### src/rtl/pc_fetch_unit.sv
// Instruction fetch / PC sequencing unit: fetches one word per instruction,
// presents it for decode, and resolves branches when execution completes.
module pc_fetch_unit (
  input  logic        clk,
  input  logic        rst_n,
  output logic        imem_req,
  output logic [31:0] imem_addr,
  input  logic        imem_ack,
  input  logic [31:0] imem_rdata,
  output logic [31:0] instr,
  output logic [5:0]  opcode,
  output logic        instr_valid,
  output logic [31:0] pc,
  output logic [31:0] pc_plus4,
  input  logic [2:0]  CondJump,
  input  logic        UncondJump,
  input  logic [31:0] BranchTarget,
  input  logic        ZeroFlag,
  input  logic        SignFlag,
  input  logic        CarryFlag,
  input  logic        exec_done,
  output logic        halted
);

  typedef enum logic [2:0] {
    S_IDLE   = 3'd0,
    S_FETCH  = 3'd1,
    S_DECODE = 3'd2,
    S_EXEC   = 3'd3,
    S_HALT   = 3'd4
  } state_t;

  localparam logic [5:0] OPC_HALT = 6'b111111;

  state_t      r_state;
  state_t      w_next;
  logic [31:0] r_pc;
  logic [31:0] r_instr;
  logic [31:0] w_pc_next;
  logic [31:0] w_instr_next;
  logic [31:0] w_pc_plus4;
  logic        r_imem_req;
  logic        r_instr_valid;
  logic        r_halted;

  // Condition codes 000, 110 and 111 never take a conditional branch.
  function automatic logic branch_taken(
    input logic [2:0] cj,
    input logic       uj,
    input logic       z,
    input logic       s,
    input logic       c
  );
    logic t;
    case (cj)
      3'b001:  t = s;
      3'b010:  t = z;
      3'b011:  t = ~z;
      3'b100:  t = c;
      3'b101:  t = ~c;
      default: t = 1'b0;
    endcase
    return uj | t;
  endfunction

  assign w_pc_plus4 = r_pc + 32'd4;

  // Next-state and next-datapath decode.
  always_comb begin
    w_next       = r_state;
    w_pc_next    = r_pc;
    w_instr_next = r_instr;
    case (r_state)
      S_IDLE: begin
        w_next = S_FETCH;
      end
      S_FETCH: begin
        if (imem_ack) begin
          w_instr_next = imem_rdata;
          w_next       = S_DECODE;
        end else begin
          w_next = S_FETCH;
        end
      end
      S_DECODE: begin
        if (r_instr[31:26] == OPC_HALT) begin
          w_next = S_HALT;
        end else begin
          w_next = S_EXEC;
        end
      end
      S_EXEC: begin
        if (exec_done) begin
          if (branch_taken(CondJump, UncondJump, ZeroFlag, SignFlag, CarryFlag)) begin
            w_pc_next = {BranchTarget[31:2], 2'b00};
          end else begin
            w_pc_next = w_pc_plus4;
          end
          w_next = S_FETCH;
        end else begin
          w_next = S_EXEC;
        end
      end
      S_HALT: begin
        w_next = S_HALT;
      end
      default: begin
        w_next = S_IDLE;
      end
    endcase
  end

  // State, datapath and registered status outputs (decoded from next state).
  always_ff @(posedge clk or negedge rst_n) begin
    if (!rst_n) begin
      r_state       <= S_IDLE;
      r_pc          <= 32'd0;
      r_instr       <= 32'd0;
      r_imem_req    <= 1'b0;
      r_instr_valid <= 1'b0;
      r_halted      <= 1'b0;
    end else begin
      r_state       <= w_next;
      r_pc          <= w_pc_next;
      r_instr       <= w_instr_next;
      r_imem_req    <= (w_next == S_FETCH);
      r_instr_valid <= (w_next == S_DECODE);
      r_halted      <= (w_next == S_HALT);
    end
  end

  assign imem_req    = r_imem_req;
  assign imem_addr   = r_pc;
  assign instr       = r_instr;
  assign opcode      = r_instr[31:26];
  assign instr_valid = r_instr_valid;
  assign pc          = r_pc;
  assign pc_plus4    = w_pc_plus4;
  assign halted      = r_halted;

endmodule

### config.mk
export PLATFORM = sky130hd
export DESIGN_NAME = pc_fetch_unit
export DESIGN_NICKNAME = d
export VERILOG_FILES = /design/src/rtl/pc_fetch_unit.sv
export SDC_FILE = /design/constraint.sdc
export NUM_CORES = 1
export LEC_CHECK = 0
export ABC_AREA = 1
export CELL_PAD_IN_SITES_DETAIL_PLACEMENT = 1
export CELL_PAD_IN_SITES_GLOBAL_PLACEMENT = 1
export CORE_UTILIZATION = 25
export CTS_CLUSTER_SIZE = 25
export DETAILED_ROUTE_END_ITERATION = 8
export PLACE_DENSITY_LB_ADDON = 0.1
export SYNTH_ARGS = -nofsm -noshare
export SYNTH_HDL_FRONTEND = slang
export SYNTH_SLANG_ARGS = --single-unit
### constraint.sdc
create_clock -name clk -period 1.7 [get_ports clk]
set_input_delay 0.51 -clock clk [delete_from_list [all_inputs] [get_ports clk]]
set_output_delay 0.51 -clock clk [all_outputs]
set_load 0.1 [all_outputs]
PDN straps and rails:
Bar = 50 um. Pins as bars on the die edge.
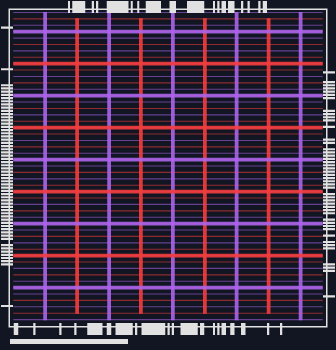
VSS: shown in purple. VDD: shown in red.
212 signal pins sit on the boundary. The core has 48 rows. 49 met1 rails follow the rows.
die height: 134 um
Core ar.: 17200 um^2
DIE WIDTH: 134 um

Cell classes on the final placement:
Fill, decap, tap and diode cells in gray.
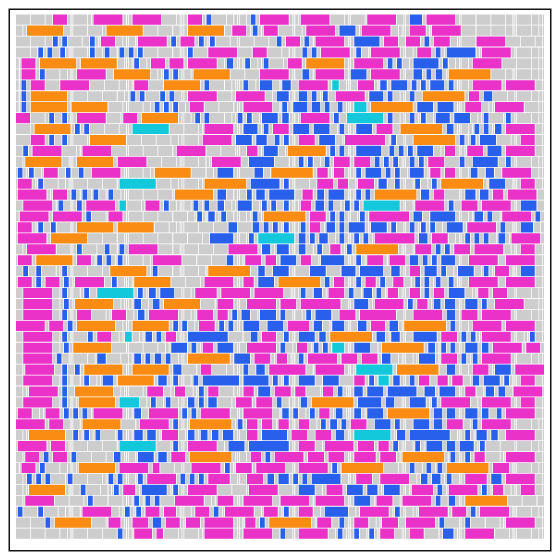
combinational and other logic: shown in blue, cells 539, share of their area 32%. sequential cells: shown in orange, cells 68, share of their area 18%. remaining buffers and delay cells: shown in magenta, cells 335, share of their area 48%. clock drivers and dummy loads: shown in cyan, cells 16, share of their area 2.8%.
final design area excluding fillers: 10400 um^2
site row count: 48
share of the final layout cell area in sequential cells: 0.175
post-route core utilization: 0.605

==> impl_results.rst <==
Flow metrics
------------

.. list-table::
   :header-rows: 1

   * - Metric
     - Value
   * - Synth Cell Area
     - 4380 um^2
   * - I/O pin total
     - 212
   * - Count of input and output buffers
     - 203
   * - Slowest cell on the critical path
     - sky130_fd_sc_hd__dfrtp_4
   * - Root Buffer
     - sky130_fd_sc_hd__clkbuf_16
   * - Multiplexer fraction of the synthesized cell area
     - 0
   * - Distinct lib cells
     - 28
   * - Antenna violations before repair
     - 0
   * - Clock input transition at the sequential cells of the worst setup and hold paths
     - 0.06 ns
   * - Cell Area, Placed
     - 8650 um^2
   * - Number of sinks handled by clock tree synthesis
     - 68
   * - Number of levels in the clock H-tree
     - 3
   * - Fill count
     - 1887
   * - Yosys adder share
     - 0.00286
   * - Worst R2R Path Depth
     - 13
   * - Number of nets at the end of the flow
     - 1029
   * - Via density per instance
     - 4.77
   * - Synthesized netlist cell count
     - 661
   * - Asr flop ratio synth
     - 1.00
   * - Worst setup margin
     - -0.846 ns
   * - Kind of end point of the critical path
     - output pin
   * - Fraction of layout cells with a size suffix above 1
     - 0.499
   * - Required arrival time at the worst endpoint
     - 1.19 ns
   * - Total buffers and inverters traversed by the critical path
     - 3
   * - Top cell area share
     - 0.389
   * - Number of enable flip-flop cells
     - 0
   * - Stage-log warning count
     - 31
   * - Cells taking the most area after synthesis
     - sky130_fd_sc_hd__dfrtp_1, sky130_fd_sc_hd__nand2_1, sky130_fd_sc_hd__buf_4, sky130_fd_sc_hd__inv_1, sky130_fd_sc_hd__nand3_1
   * - Number of global-route vias before repair
     - 5969
   * - Main logic family after synthesis
     - simple AND/OR/NAND/NOR gates
   * - Start point of the critical path
     - imem_addr[2]
   * - Number of standard cells in the final layout excluding fillers
     - 1183
   * - Run status
     - finished, violations left
   * - Violated checks
     - negative setup slack
   * - Xor/xnor cell area share of the yosys netlist
     - 0.0120
   * - Num CTS Buffers
     - 9
   * - Maximum number of pins on one net before global-route repair
     - 63
   * - # diodes
     - 0
   * - Post-layout period usage
     - 1.50
   * - Post-detailed-route count of antenna-violating nets
     - 0
   * - RR Startpoint
     - imem_addr[2]
   * - Detailed router's first-iteration violation count
     - 231
   * - Highest clock rate
     - 393 MHz
   * - Routability-driven placement congestion ratio
     - 0.754
   * - Max Root-Sink Buffers
     - 2
   * - Endpoint arrival time on the critical path
     - 2.04 ns
   * - Slowest stage delay, CP
     - 0.44 ns
   * - Most frequent cells after synthesis
     - sky130_fd_sc_hd__nand2_1, sky130_fd_sc_hd__inv_1, sky130_fd_sc_hd__dfrtp_1
   * - M1 wire length
     - 8660 um
   * - Wire length on met2
     - 13300 um
   * - Residual DRC
     - 0
   * - Final tally of setup violations
     - 60
   * - Worst r2r dst
     - imem_addr[27]
   * - Worst slack after detailed placement
     - -0.501 ns
   * - Flop-to-flop setup slack
     - -0.24 ns
   * - Top cell family by delay on the critical path
     - simple AND/OR/NAND/NOR gates
   * - DP Wirelength
     - 13900 um
   * - Total Routing Usage GR
     - 0.236
   * - Setup repair after global routing missed its margin
     - true
   * - Top layer used by detailed routing
     - met4
   * - Core utilization at floorplan
     - 0.255
Clock distribution:
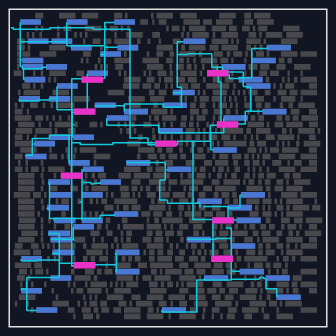
clock drivers: shown in magenta, count 9. clock wires: shown in cyan, length 1270 um. flip-flops: shown in blue, count 68.
Position of the flops: all over the die. There are 10 routed clock nets.
worst skew pair latency: 0.35 ns
Fin Clk Skew: 0.00893 ns

Metal layers overlaid:
Bar = 50 um. Only two layers are drawn.
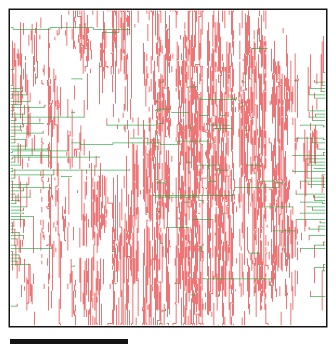
metal 3: shown in green, wire length 1180 um. metal 2: shown in red, wire length 13300 um.
average wire per cell in the routed design: 20.4 um
Via Count: 5639
WL final: 24100 um

-- placed cells by master (no fill, tap or decap), types with 4 or more instances in the layout --
cell and count:
sky130_fd_sc_hd__nand2_4 31, sky130_fd_sc_hd__nand2_8 4, sky130_fd_sc_hd__conb_1 6, sky130_fd_sc_hd__dfrtp_4 27
sky130_fd_sc_hd__nand4_1 7, sky130_fd_sc_hd__inv_2 5, sky130_fd_sc_hd__inv_1 66, sky130_fd_sc_hd__nand3_4 10
sky130_fd_sc_hd__buf_8 6, sky130_fd_sc_hd__clkinvlp_4 8, sky130_fd_sc_hd__nand2_2 39, sky130_fd_sc_hd__dfrtp_2 9
sky130_fd_sc_hd__nand3_1 21, sky130_fd_sc_hd__buf_4 53, sky130_fd_sc_hd__buf_12 141, sky130_fd_sc_hd__buf_16 4
sky130_fd_sc_hd__clkbuf_16 11, sky130_fd_sc_hd__nor2_2 6, sky130_fd_sc_hd__clkdlybuf4s50_1 65, sky130_fd_sc_hd__a21oi_1 15
sky130_fd_sc_hd__nor2_1 19, sky130_fd_sc_hd__o21ai_0 7, sky130_fd_sc_hd__o21ai_1 4, sky130_fd_sc_hd__dfrtp_1 32
sky130_fd_sc_hd__buf_6 57, sky130_fd_sc_hd__nand2_1 226, sky130_fd_sc_hd__nor2_4 24, sky130_fd_sc_hd__a21oi_2 6
sky130_fd_sc_hd__nand3_2 15
-- through the flow --
step	TNS, ns	utilization
after CTS	-20.76	0.567
after floorplan	-26.97	-
after global routing	-27.83	0.605
after detailed placement	-25.41	0.504
after global placement	-17.33	0.504
final	-24.57	0.605
-- cell families after synthesis --
kind of cell,Yosys count
other cells,1
compound gates,39
buf+inv,140
fa+ha+maj,1
simple gates,406
xor+xnor,6
flops,68
-- sequential cells by signal (all words and copies together), names as in the netlist --
signal	count
imem_addr	30
halted	1
r_state	3
imem_req	1
instr_valid	1
instr	32
-- cell type report --
cell class,instances,area (um^2),share of cell area
timing repair buffer,335,4820,0.464
multi-input combinational,458,2840,0.273
sequential,68,1810,0.175
inverter,81,348,0.0335
tap,225,282,0.0271
clock buffer,10,239,0.0230
clock inverter,6,40.0,0.00386
-- repair_timing --
item | CTS | global route
pin swaps | 52 | 59
resized | 131 | 107
setup endpoints to repair | 72 | 95
setup buffers | 34 | 36
hold endpoints to repair | 6 | 0
gates cloned | 4 | 2
hold buffers | 1 | 0
-- worst min path at each step --
stage and to:
6_report imem_addr[11], 5_1_grt imem_addr[10], 4_1_cts imem_addr[10], 3_5_place_dp imem_addr[10], 3_3_place_gp imem_addr[10], 2_1_floorplan halted
-- layer usage --
| layer | up-vias | track usage |
|---|---|---|
| li1 | 2550 | - |
| met1 | 2811 | 0.247 |
| met2 | 210 | 0.451 |
| met3 | 68 | 0.0450 |
| met4 | 0 | 0.105 |
| met5 | - | 0 |
